File: config.mk
export PLATFORM = sky130hd
export DESIGN_NAME = regfile_wb_arbiter
export DESIGN_NICKNAME = d
export VERILOG_FILES = /design/src/rtl/regfile_ctrl_pkg.sv /design/src/rtl/regfile_wb_arbiter_rr_arb2.sv /design/src/rtl/regfile_wb_arbiter.sv
export SDC_FILE = /design/constraint.sdc
export NUM_CORES = 1
export LEC_CHECK = 0
export ABC_CLOCK_PERIOD_IN_PS = 1950
export CORE_UTILIZATION = 45
export CTS_CLUSTER_DIAMETER = 150
export DETAILED_ROUTE_END_ITERATION = 8
export GPL_TIMING_DRIVEN = 0
export PLACE_DENSITY_LB_ADDON = 0.25
export SYNTH_ARGS = -nofsm -noshare
export SYNTH_HDL_FRONTEND = slang
export SYNTH_HIERARCHICAL = 1
export SYNTH_SLANG_ARGS = --single-unit
File: constraint.sdc
create_clock -name clock -period 1.95 [get_ports clock]
set_input_delay 0.2925 -clock clock [delete_from_list [all_inputs] [get_ports clock]]
set_output_delay 0.2925 -clock clock [all_outputs]
set_load 0.01 [all_outputs]
File: src/rtl/regfile_ctrl_pkg.sv
// Shared constants for the register-file writeback path.
//   DATA_W / ADDR_W : register data width and register index width
//   NUM_REGS        : number of architectural registers (width of busy)
//   REQ_ALU/REQ_LOAD: bit positions of the two writeback requesters
package regfile_ctrl_pkg;
  localparam int DATA_W   = 32;
  localparam int ADDR_W   = 5;
  localparam int NUM_REGS = 32;
  localparam int REQ_ALU  = 0;
  localparam int REQ_LOAD = 1;
endpackage

File: src/rtl/regfile_wb_arbiter_rr_arb2.sv
// rr_arb2: two-input arbiter producing a one-hot grant from two valids.
// Build option: ROUND_ROBIN_EN
//   defined   : ties go to the requester not granted last; last_grant_q
//               updates on every completed handshake (advance_i).
//   undefined : fixed priority, requester 0 wins ties; no state, no clock.
// Ports:
//   clk_i, rst_ni (ROUND_ROBIN_EN only) : clock, async active-low reset
//   advance_i     (ROUND_ROBIN_EN only) : a grant was consumed this cycle
//   valid_i [1:0] : request valids
//   grant_o [1:0] : one-hot grant, only to a valid requester
module rr_arb2
  import regfile_ctrl_pkg::*;
(
`ifdef ROUND_ROBIN_EN
  input  logic       clk_i,
  input  logic       rst_ni,
  input  logic       advance_i,
`endif
  input  logic [1:0] valid_i,
  output logic [1:0] grant_o
);

`ifdef ROUND_ROBIN_EN
  logic last_grant_q;
  logic last_grant_d;

  always_comb begin
    grant_o = 2'b00;
    case (valid_i)
      2'b01:   grant_o = 2'b01;
      2'b10:   grant_o = 2'b10;
      // Reset value 0 lets the load requester win the first tie.
      2'b11:   grant_o = last_grant_q ? 2'b01 : 2'b10;
      default: grant_o = 2'b00;
    endcase
  end

  assign last_grant_d = advance_i ? grant_o[REQ_LOAD] : last_grant_q;

  always_ff @(posedge clk_i or negedge rst_ni) begin
    if (!rst_ni) last_grant_q <= 1'b0;
    else         last_grant_q <= last_grant_d;
  end
`else
  always_comb begin
    grant_o = 2'b00;
    if (valid_i[REQ_ALU])       grant_o[REQ_ALU]  = 1'b1;
    else if (valid_i[REQ_LOAD]) grant_o[REQ_LOAD] = 1'b1;
  end
`endif

endmodule

File: src/rtl/regfile_wb_arbiter.sv
// regfile_wb_arbiter: shares the register file's single write port between
// the ALU (requester 0) and load unit (requester 1) with valid/ready, drives
// the file write port through one register stage, and keeps a pending-write
// scoreboard for RAW hazard detection.
// Build option: ROUND_ROBIN_EN (round-robin tie-break, else fixed to ALU).
// Ports:
//   clock, reset (async, active-low)
//   req_valid[1:0], req_rd[2*ADDR_W], req_data[2*DATA_W] : write requests
//   req_ready[1:0]  : grant, one-hot at most, combinational
//   claim_valid, claim_rd : issue stage reserves a destination register
//   busy[31:0]      : bit i set while register i awaits writeback
//   rf_din, rf_rd, rf_enable, rf_read_write : register file write port
//   err_unclaimed   : sticky, a write landed on a register that was not busy
module regfile_wb_arbiter #(
  parameter int DATA_W = 32,
  parameter int ADDR_W = 5
) (
  input  logic                  clock,
  input  logic                  reset,
  input  logic [1:0]            req_valid,
  input  logic [2*ADDR_W-1:0]   req_rd,
  input  logic [2*DATA_W-1:0]   req_data,
  output logic [1:0]            req_ready,
  input  logic                  claim_valid,
  input  logic [ADDR_W-1:0]     claim_rd,
  output logic [31:0]           busy,
  output logic [DATA_W-1:0]     rf_din,
  output logic [ADDR_W-1:0]     rf_rd,
  output logic                  rf_enable,
  output logic                  rf_read_write,
  output logic                  err_unclaimed
);
  import regfile_ctrl_pkg::*;

  logic [1:0]          grant;
  logic                hs;
  logic                sel_load;
  logic [ADDR_W-1:0]   sel_rd;
  logic [DATA_W-1:0]   sel_data;
  logic                wr_en;

  logic [NUM_REGS-1:0] busy_q, busy_d;
  logic [DATA_W-1:0]   rf_din_q, rf_din_d;
  logic [ADDR_W-1:0]   rf_rd_q, rf_rd_d;
  logic                rf_we_q;
  logic                rf_en_q;
  logic                err_q, err_d;

  rr_arb2 u_arb (
`ifdef ROUND_ROBIN_EN
    .clk_i     (clock),
    .rst_ni    (reset),
    .advance_i (hs),
`endif
    .valid_i   (req_valid),
    .grant_o   (grant)
  );

  // No grant may escape while reset is held, even though arbitration is
  // purely combinational.
  assign req_ready = grant & {2{reset}};

  assign hs       = |(req_valid & req_ready);
  assign sel_load = req_ready[REQ_LOAD];
  assign sel_rd   = sel_load ? req_rd[REQ_LOAD*ADDR_W +: ADDR_W]
                             : req_rd[REQ_ALU*ADDR_W +: ADDR_W];
  assign sel_data = sel_load ? req_data[REQ_LOAD*DATA_W +: DATA_W]
                             : req_data[REQ_ALU*DATA_W +: DATA_W];
  // Writes to x0 complete the handshake but never reach the file.
  assign wr_en    = hs && (sel_rd != '0);

  always_comb begin
    rf_din_d = rf_din_q;
    rf_rd_d  = rf_rd_q;
    if (wr_en) begin
      rf_din_d = sel_data;
      rf_rd_d  = sel_rd;
    end
  end

  // Clear first, then set: a claim on the same edge as the retiring write
  // belongs to a newer instruction and must survive.
  always_comb begin
    busy_d = busy_q;
    if (hs) busy_d[sel_rd] = 1'b0;
    if (claim_valid && (claim_rd != '0)) busy_d[claim_rd] = 1'b1;
    busy_d[0] = 1'b0;
  end

  assign err_d = err_q | (wr_en & ~busy_q[sel_rd]);

  always_ff @(posedge clock or negedge reset) begin
    if (!reset) begin
      busy_q   <= '0;
      rf_din_q <= '0;
      rf_rd_q  <= '0;
      rf_we_q  <= 1'b0;
      rf_en_q  <= 1'b0;
      err_q    <= 1'b0;
    end else begin
      busy_q   <= busy_d;
      rf_din_q <= rf_din_d;
      rf_rd_q  <= rf_rd_d;
      rf_we_q  <= wr_en;
      rf_en_q  <= 1'b1;
      err_q    <= err_d;
    end
  end

  assign busy          = busy_q;
  assign rf_din        = rf_din_q;
  assign rf_rd         = rf_rd_q;
  assign rf_enable     = rf_en_q;
  assign rf_read_write = rf_we_q;
  assign err_unclaimed = err_q;

endmodule
==> run summary <==
run metrics: fin cells=639, Post-synth EDFFs=0, post-cts repair resize count=10, combinational share of power=32.9%, Comb. pwr=1.65 mW, top routing layer in use=met4, Critical Path Fanout Max=4, TritonCTS Buffers=9, mux frac, synth=13.1%, total internal power=3.51 mW, Hold Vio Cnt, Final=0, Insertion Delay late pin=0.34 ns, Min-Delay Path Depth=2, Post-synth top cells=dfrtp_1 (71), o21ai_0 (66), nand2_1 (55), mux2i_1 (37), o21ai_1 (35), status=complete, no violations, Fin Hold WS=0.487 ns, total congestion overflow=0, num rows=31, clk buf depth=2, filler instances=548, Pwr Density=904 mW/mm^2, met3 wire length=913 um, Final Slew Violations=0, # Post-CTS Setup Buffers=7
==> images/pdn.png <==
Pins as bars on the die edge. Tap cells in grey.
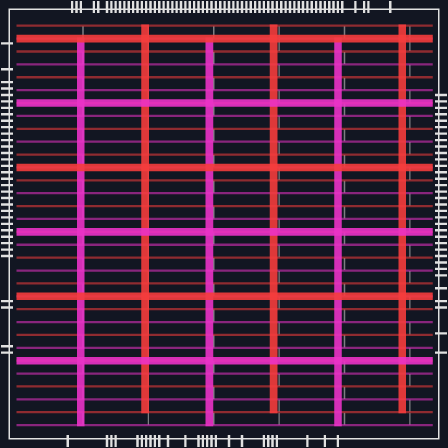
Key: VDD = red; VSS = magenta
The core has 31 rows. 6 straps on met4. 6 straps on met5.
CORE AREA: 0.00741 sq mm
die width: 90.4 um
worst vdd ir: 0.000598 V
die height: 90.4 um

==> images/final_congestion.png <==
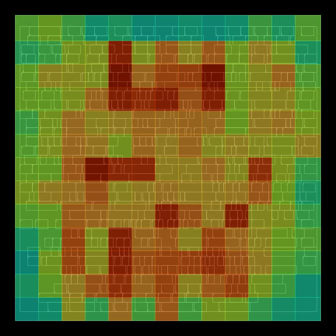
drt wl/cell: 17.7 um
met2 Use GR: 45.5%

==> images/registers.png <==
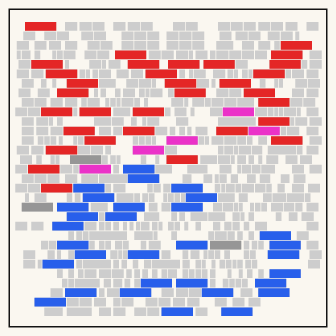
Key: busy = blue [sequential cells 31]; rf_rd = magenta [sequential cells 5]; rf_din = red [sequential cells 32]
Flop+latch power: 2.00 mW
Register Area: 0.00178 sq mm
Seq area share: 32.0%
final core utilization: 75.0%

No activity file was given, so power comes from the tool's default toggle rates.
